===== config.mk =====
export PLATFORM = sky130hd
export DESIGN_NAME = idli_ctl_m
export DESIGN_NICKNAME = d
export VERILOG_FILES = /design/src/rtl/idli_ctl_m.sv
export SDC_FILE = /design/constraint.sdc
export NUM_CORES = 1
export LEC_CHECK = 0
export CORE_MARGIN = 2
export CORE_UTILIZATION = 49
export DETAILED_ROUTE_END_ITERATION = 10
export GPL_ROUTABILITY_DRIVEN = 0
export GPL_TIMING_DRIVEN = 0
export PLACE_DENSITY = 0.72
export SLEW_MARGIN = 20
export SYNTH_ARGS = -nofsm -noshare
export SYNTH_HDL_FRONTEND = slang
export SYNTH_SLANG_ARGS = --single-unit

===== constraint.sdc =====
create_clock -name i_top_gck -period 1.9 [get_ports i_top_gck]
set_clock_uncertainty 0.15 [all_clocks]
set_input_delay 0.19 -clock i_top_gck [delete_from_list [all_inputs] [get_ports i_top_gck]]
set_output_delay 0.19 -clock i_top_gck [all_outputs]
set_load 0.02 [all_outputs]

===== src/rtl/idli_ctl_m.sv =====
// ---------------------------------------------------------------------------
// idli_ctl_m : core sync / control block
//
// Owns the free-running 2-bit slice counter shared by the SQI, EX, UTX and
// URX blocks, and sequences core bring-up:
//   RESET -> WAIT (power-up delay) -> INIT (SQI memory init) -> RUN <-> HALT.
// Every state change is decided on a slice-boundary edge (ctr==3), so each
// instruction starts at ctr==0.
//
// Parameters
//   WAIT_CYCLES  gck cycles to wait after reset before SQI init (>=1)
//   SYNC_STAGES  synchroniser depth on the async resume pin (>=2)
//
// Ports
//   i_top_gck        in   1  core clock
//   i_top_rst_n      in   1  asynchronous active-low reset
//   o_ctl_ctr        out  2  slice counter
//   i_ctl_init_done  in   1  SQI finished memory init (level)
//   o_ctl_init       out  1  request SQI memory init sequence
//   i_ctl_halt       in   1  EX halt request, sampled at ctr==3
//   i_ctl_resume     in   1  external resume pin, async, rising-edge
//   i_ctl_ex_stall   in   1  EX stall
//   o_ctl_run        out  1  core may fetch/execute
//   o_ctl_stall      out  1  stall to SQI = !run | ex_stall
//   o_ctl_state      out  3  current FSM state (debug)
// ---------------------------------------------------------------------------
module idli_ctl_m #(
  parameter int WAIT_CYCLES = 16,
  parameter int SYNC_STAGES = 2
) (
  input  logic       i_top_gck,
  input  logic       i_top_rst_n,
  output logic [1:0] o_ctl_ctr,
  input  logic       i_ctl_init_done,
  output logic       o_ctl_init,
  input  logic       i_ctl_halt,
  input  logic       i_ctl_resume,
  input  logic       i_ctl_ex_stall,
  output logic       o_ctl_run,
  output logic       o_ctl_stall,
  output logic [2:0] o_ctl_state
);

  localparam int WAIT_W = (WAIT_CYCLES > 1) ? $clog2(WAIT_CYCLES) : 1;
  localparam logic [WAIT_W-1:0] WAIT_LOAD = WAIT_W'(WAIT_CYCLES - 1);

  typedef enum logic [2:0] {
    ST_RESET = 3'd0,
    ST_WAIT  = 3'd1,
    ST_INIT  = 3'd2,
    ST_RUN   = 3'd3,
    ST_HALT  = 3'd4
  } state_t;

  state_t                   state_r;
  logic [1:0]               ctr_r;
  logic [WAIT_W-1:0]        wait_r;
  logic [SYNC_STAGES-1:0]   resume_sync_r;
  logic                     resume_prev_r;
  logic                     resume_pend_r;
  logic                     init_r;
  logic                     run_r;

  logic                     slice_end_s;
  logic                     resume_rise_s;

  // Last slice of the instruction: the only edge on which state may move.
  assign slice_end_s   = (ctr_r == 2'd3);
  // Rising edge seen between the last sync stage and the extra history flop.
  assign resume_rise_s = resume_sync_r[SYNC_STAGES-1] & ~resume_prev_r;

  // Free-running slice counter; wraps 3->0 and never stalls.
  always_ff @(posedge i_top_gck or negedge i_top_rst_n) begin
    if (!i_top_rst_n) begin
      ctr_r <= 2'd0;
    end else begin
      ctr_r <= ctr_r + 2'd1;
    end
  end

  // Resume pin synchroniser plus one history flop for edge detection.
  always_ff @(posedge i_top_gck or negedge i_top_rst_n) begin
    if (!i_top_rst_n) begin
      resume_sync_r <= '0;
      resume_prev_r <= 1'b0;
    end else begin
      resume_sync_r <= {resume_sync_r[SYNC_STAGES-2:0], i_ctl_resume};
      resume_prev_r <= resume_sync_r[SYNC_STAGES-1];
    end
  end

  // Bring-up / run-halt sequencer with registered init and run outputs.
  always_ff @(posedge i_top_gck or negedge i_top_rst_n) begin
    if (!i_top_rst_n) begin
      state_r       <= ST_RESET;
      wait_r        <= '0;
      resume_pend_r <= 1'b0;
      init_r        <= 1'b0;
      run_r         <= 1'b0;
    end else begin
      case (state_r)
        ST_RESET: begin
          state_r       <= ST_WAIT;
          wait_r        <= WAIT_LOAD;
          resume_pend_r <= 1'b0;
          init_r        <= 1'b0;
          run_r         <= 1'b0;
        end

        ST_WAIT: begin
          // Saturating countdown; exit waits for both zero and a slice end.
          if (wait_r != '0) begin
            wait_r <= wait_r - WAIT_W'(1);
          end else begin
            wait_r <= wait_r;
          end
          resume_pend_r <= 1'b0;
          run_r         <= 1'b0;
          if ((wait_r == '0) && slice_end_s) begin
            state_r <= ST_INIT;
            init_r  <= 1'b1;
          end else begin
            state_r <= ST_WAIT;
            init_r  <= 1'b0;
          end
        end

        ST_INIT: begin
          wait_r        <= wait_r;
          resume_pend_r <= 1'b0;
          if (i_ctl_init_done && slice_end_s) begin
            state_r <= ST_RUN;
            init_r  <= 1'b0;
            run_r   <= 1'b1;
          end else begin
            state_r <= ST_INIT;
            init_r  <= 1'b1;
            run_r   <= 1'b0;
          end
        end

        ST_RUN: begin
          // Resume edges seen while running are dropped, so a halt taken
          // on the same edge as a resume edge stays halted.
          wait_r        <= wait_r;
          resume_pend_r <= 1'b0;
          init_r        <= 1'b0;
          if (i_ctl_halt && slice_end_s) begin
            state_r <= ST_HALT;
            run_r   <= 1'b0;
          end else begin
            state_r <= ST_RUN;
            run_r   <= 1'b1;
          end
        end

        ST_HALT: begin
          // Only an already-registered pend can resume, so an edge arriving
          // on a slice-end edge waits for the following slice end.
          wait_r <= wait_r;
          init_r <= 1'b0;
          if (resume_pend_r && slice_end_s) begin
            state_r       <= ST_RUN;
            run_r         <= 1'b1;
            resume_pend_r <= 1'b0;
          end else if (resume_rise_s) begin
            state_r       <= ST_HALT;
            run_r         <= 1'b0;
            resume_pend_r <= 1'b1;
          end else begin
            state_r       <= ST_HALT;
            run_r         <= 1'b0;
            resume_pend_r <= resume_pend_r;
          end
        end

        default: begin
          // Unused encodings 5-7 fall back to RESET.
          state_r       <= ST_RESET;
          wait_r        <= '0;
          resume_pend_r <= 1'b0;
          init_r        <= 1'b0;
          run_r         <= 1'b0;
        end
      endcase
    end
  end

  assign o_ctl_ctr   = ctr_r;
  assign o_ctl_init  = init_r;
  assign o_ctl_run   = run_r;
  assign o_ctl_state = state_r;
  // The only input-to-output combinational path in the block.
  assign o_ctl_stall = ~run_r | i_ctl_ex_stall;

endmodule

**Run 1: metal 1**

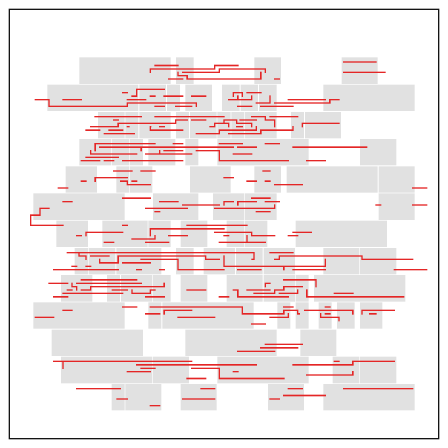
nets with wire on the layer = 86
longest straight run = 18.6 µm
wire length on this layer = 637 µm

**Run 1: the metal 2 layer**

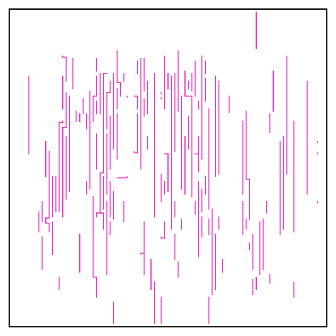
longest straight run = 20.7 µm
share of all routed wire = 50%
wire length on this layer = 741 µm
main direction = vertical

**Run 1: metal 3**

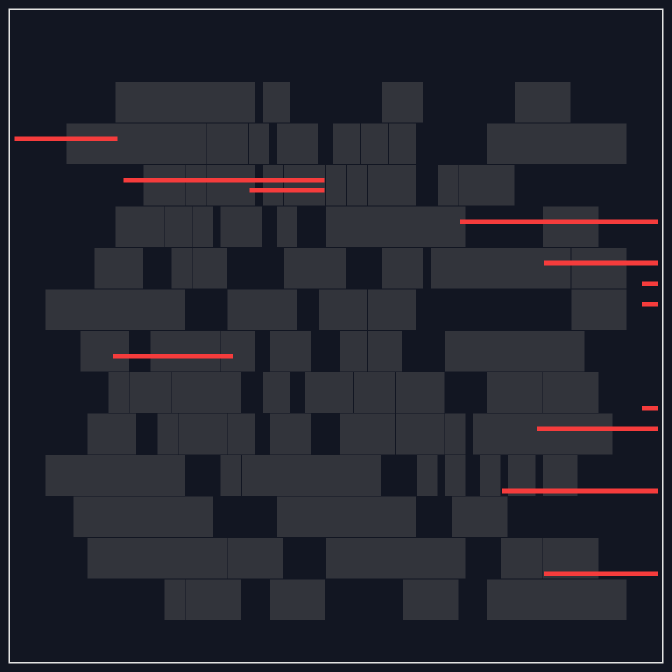
wire length on this layer = 78.5 µm
longest straight run = 12.9 µm
main direction = horizontal
nets with wire on the layer = 11

==> flow_metrics.tcl, run 1 <==
# place-and-route summary
set metrics [dict create \
    grt_util_met2_pct 28.2 \
    swShare_pct 37.1 \
    wirelength_um 1470 \
    fin_ws_ns 0.203 \
    r2r-end "o_ctl_state[0]$_DFF_PN0_" \
    syn_to_final_growth_pct 23.8 \
    grt_max_degree 16 \
    power_clock_w 0.000178 \
    maxSlewViolCount 0 \
    ant_nets 0 \
    async_reset_ff_share_pct 100 \
    clkLatencyLatePin_ns 0.27 \
    n_antenna_cell 0 \
    ios 14 \
    placed_cell_area_um2 886 \
    met2_length_um 741 \
    first_pass_iters 4 \
    netlist_area_um2 737 \
    worstSetupStartpoint "o_ctl_state[2]$_DFF_PN0_" \
    use_met1_pct 22.6 \
    place_ws_ns 0.199 \
    cts_tree "yes" \
    cp_num_cells 1 \
    fp_nets 78 \
    layout_min_cycle_time_ns 1.70 \
    netlist_instances 70 \
    holdWs_ns 0.170 \
    flop_area_um2 375 \
    cp_cell_sequence "clkdlybuf4s50_1" \
    synth-adder-area-share_pct 3.40 \
    cp.buffers_inverters 1 \
    p_comb_share_pct 45.2 \
    status "finished clean" \
    drt_iter0_markers 15 \
    r2r-start "wait_r[0]$_DFFE_PN0P_" \
    pg_comb_w 0.000539 \
    slew_headroom_pct 55.0 \
    power_w 0.00119 \
    fp.dieH_um 42.8 \
    aoi_share_pct 18.7 \
    syn_avg_cell_area_um2 10.5 \
    dpl.cell_count 98 \
    worstPathArrival_ns 1.36 \
    mostFrequentLayoutCells "dfrtp_1, clkdlybuf4s50_1, inv_1" \
    path_class "reg2out" \
    met3_usage_pct 3.40 \
    largestClassByArea "registers" \
    logic_family "simple AND/OR/NAND/NOR gates" \
    dp_hpwl_um 1070 \
    synth-main-ff-cell "dfrtp_1" \
    cpPeakStageDelay_ns 0.64 \
    ys_area_um2 737 \
    cp-endpoint "o_ctl_state[2]" \
    largest_register_ffs 4 \
    start_kind "flip-flop" \
    powerSeq_w 0.000475 \
    fillers 116 \
    worst_pin_slew_ns 0.673 \
    rr_worst_depth 6 \
    critPathMaxFanout 7 \
    end_kind "output pin" \
    holdBufCountCts 0 \
    clkPwrFrac_pct 15.0 \
    final_cells 102 \
    clock_buffer_count 4 \
    yosys.area.top_type "dfrtp_1" \
    cp_top_family "buffers and inverters" \
    crit_slowest_cell "clkdlybuf4s50_1" \
    non_clock_buffer_count 18 \
    wl_per_cell_um 14.4 \
    grt_pass1_wl_um 2400 \
    crit_required_ns 1.56 \
    yosys.area_share.xor_xnor_pct 0 \
    vdd_drop_max_mv 0.757 \
    yosys_cells 70 \
    synthTopCellsByArea "dfrtp_1, inv_1, a211o_1" \
    common_cells "dfrtp_1, inv_1, nand2_1, nor2_1" \
    finalSetupViolCount 0 \
    p_sw_w 0.000442 \
    grt_use_total_pct 17.5 \
    antenna_found_initial 0 \
    clk_pin_slew_worst_paths_ns 0.09 \
]
==> inputs of run 2 (changes only) <==
--- a/config.mk
+++ b/config.mk
@@ -11,4 +11,5 @@
 export GPL_ROUTABILITY_DRIVEN = 0
 export GPL_TIMING_DRIVEN = 0
+export MAX_ROUTING_LAYER = met4
 export PLACE_DENSITY = 0.72
 export SLEW_MARGIN = 20
==> constraint.sdc (replaced) <==
create_clock -name i_top_gck -period 1.9 [get_ports i_top_gck]
set_clock_uncertainty 0.15 [all_clocks]
set_input_delay 0.285 -clock i_top_gck [delete_from_list [all_inputs] [get_ports i_top_gck]]
set_output_delay 0.285 -clock i_top_gck [all_outputs]
set_load 0.02 [all_outputs]
**Run 2: metal 1**

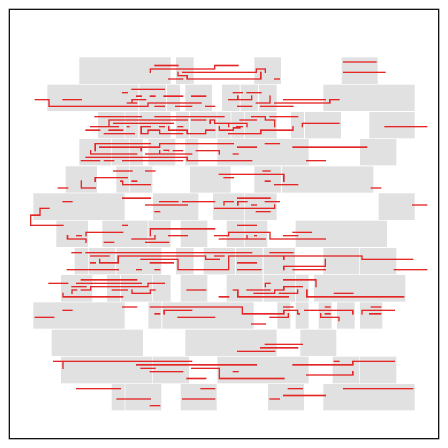
share of all routed wire = 45%
wire length on this layer = 661 µm
main direction = horizontal
nets with wire on the layer = 88
longest straight run = 16.6 µm

**Run 2: metal 3**

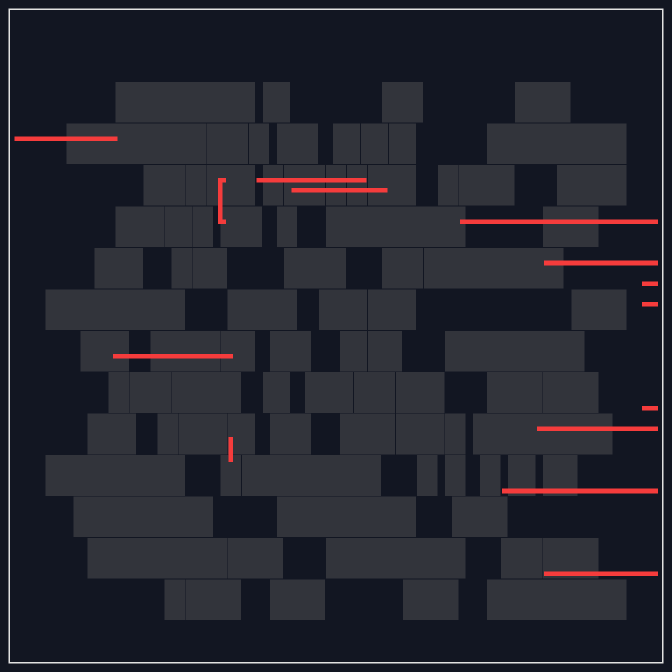
main direction = horizontal
wire length on this layer = 78.4 µm
longest straight run = 12.7 µm
share of all routed wire = 5.3%

==> flow_metrics.tcl, run 2 <==
# place-and-route summary
set metrics [dict create \
    status "finished clean" \
    mostFrequentLayoutCells "dfrtp_1, clkdlybuf4s50_1, inv_1" \
    powerSeq_w 0.000474 \
    common_cells "dfrtp_1, inv_1, nand2_1, nor2_1" \
    power_w 0.00119 \
    r2r-start "wait_r[0]$_DFFE_PN0P_" \
    cpPeakStageDelay_ns 0.64 \
    final_cells 102 \
    use_met1_pct 22.6 \
    finalSetupViolCount 0 \
    fp.dieH_um 42.8 \
    dp_hpwl_um 1070 \
    holdWs_ns 0.211 \
    drt_iter0_markers 17 \
    met3_usage_pct 3.40 \
    yosys.area.top_type "dfrtp_1" \
    p_sw_w 0.000443 \
    crit_slowest_cell "clkdlybuf4s50_1" \
    critPathMaxFanout 7 \
    placed_cell_area_um2 886 \
    place_ws_ns 0.00936 \
    largest_register_ffs 4 \
    ys_area_um2 737 \
    netlist_area_um2 737 \
    power_clock_w 0.000179 \
    first_pass_iters 4 \
    slew_headroom_pct 55.2 \
    end_kind "output pin" \
    holdBufCountCts 0 \
    clkPwrFrac_pct 15.0 \
    crit_required_ns 1.46 \
    syn_to_final_growth_pct 24.1 \
    swShare_pct 37.2 \
    worstSetupStartpoint "o_ctl_state[2]$_DFF_PN0_" \
    rr_worst_depth 6 \
    clkLatencyLatePin_ns 0.27 \
    vdd_drop_max_mv 0.759 \
    cp-endpoint "o_ctl_state[2]" \
    path_class "reg2out" \
]
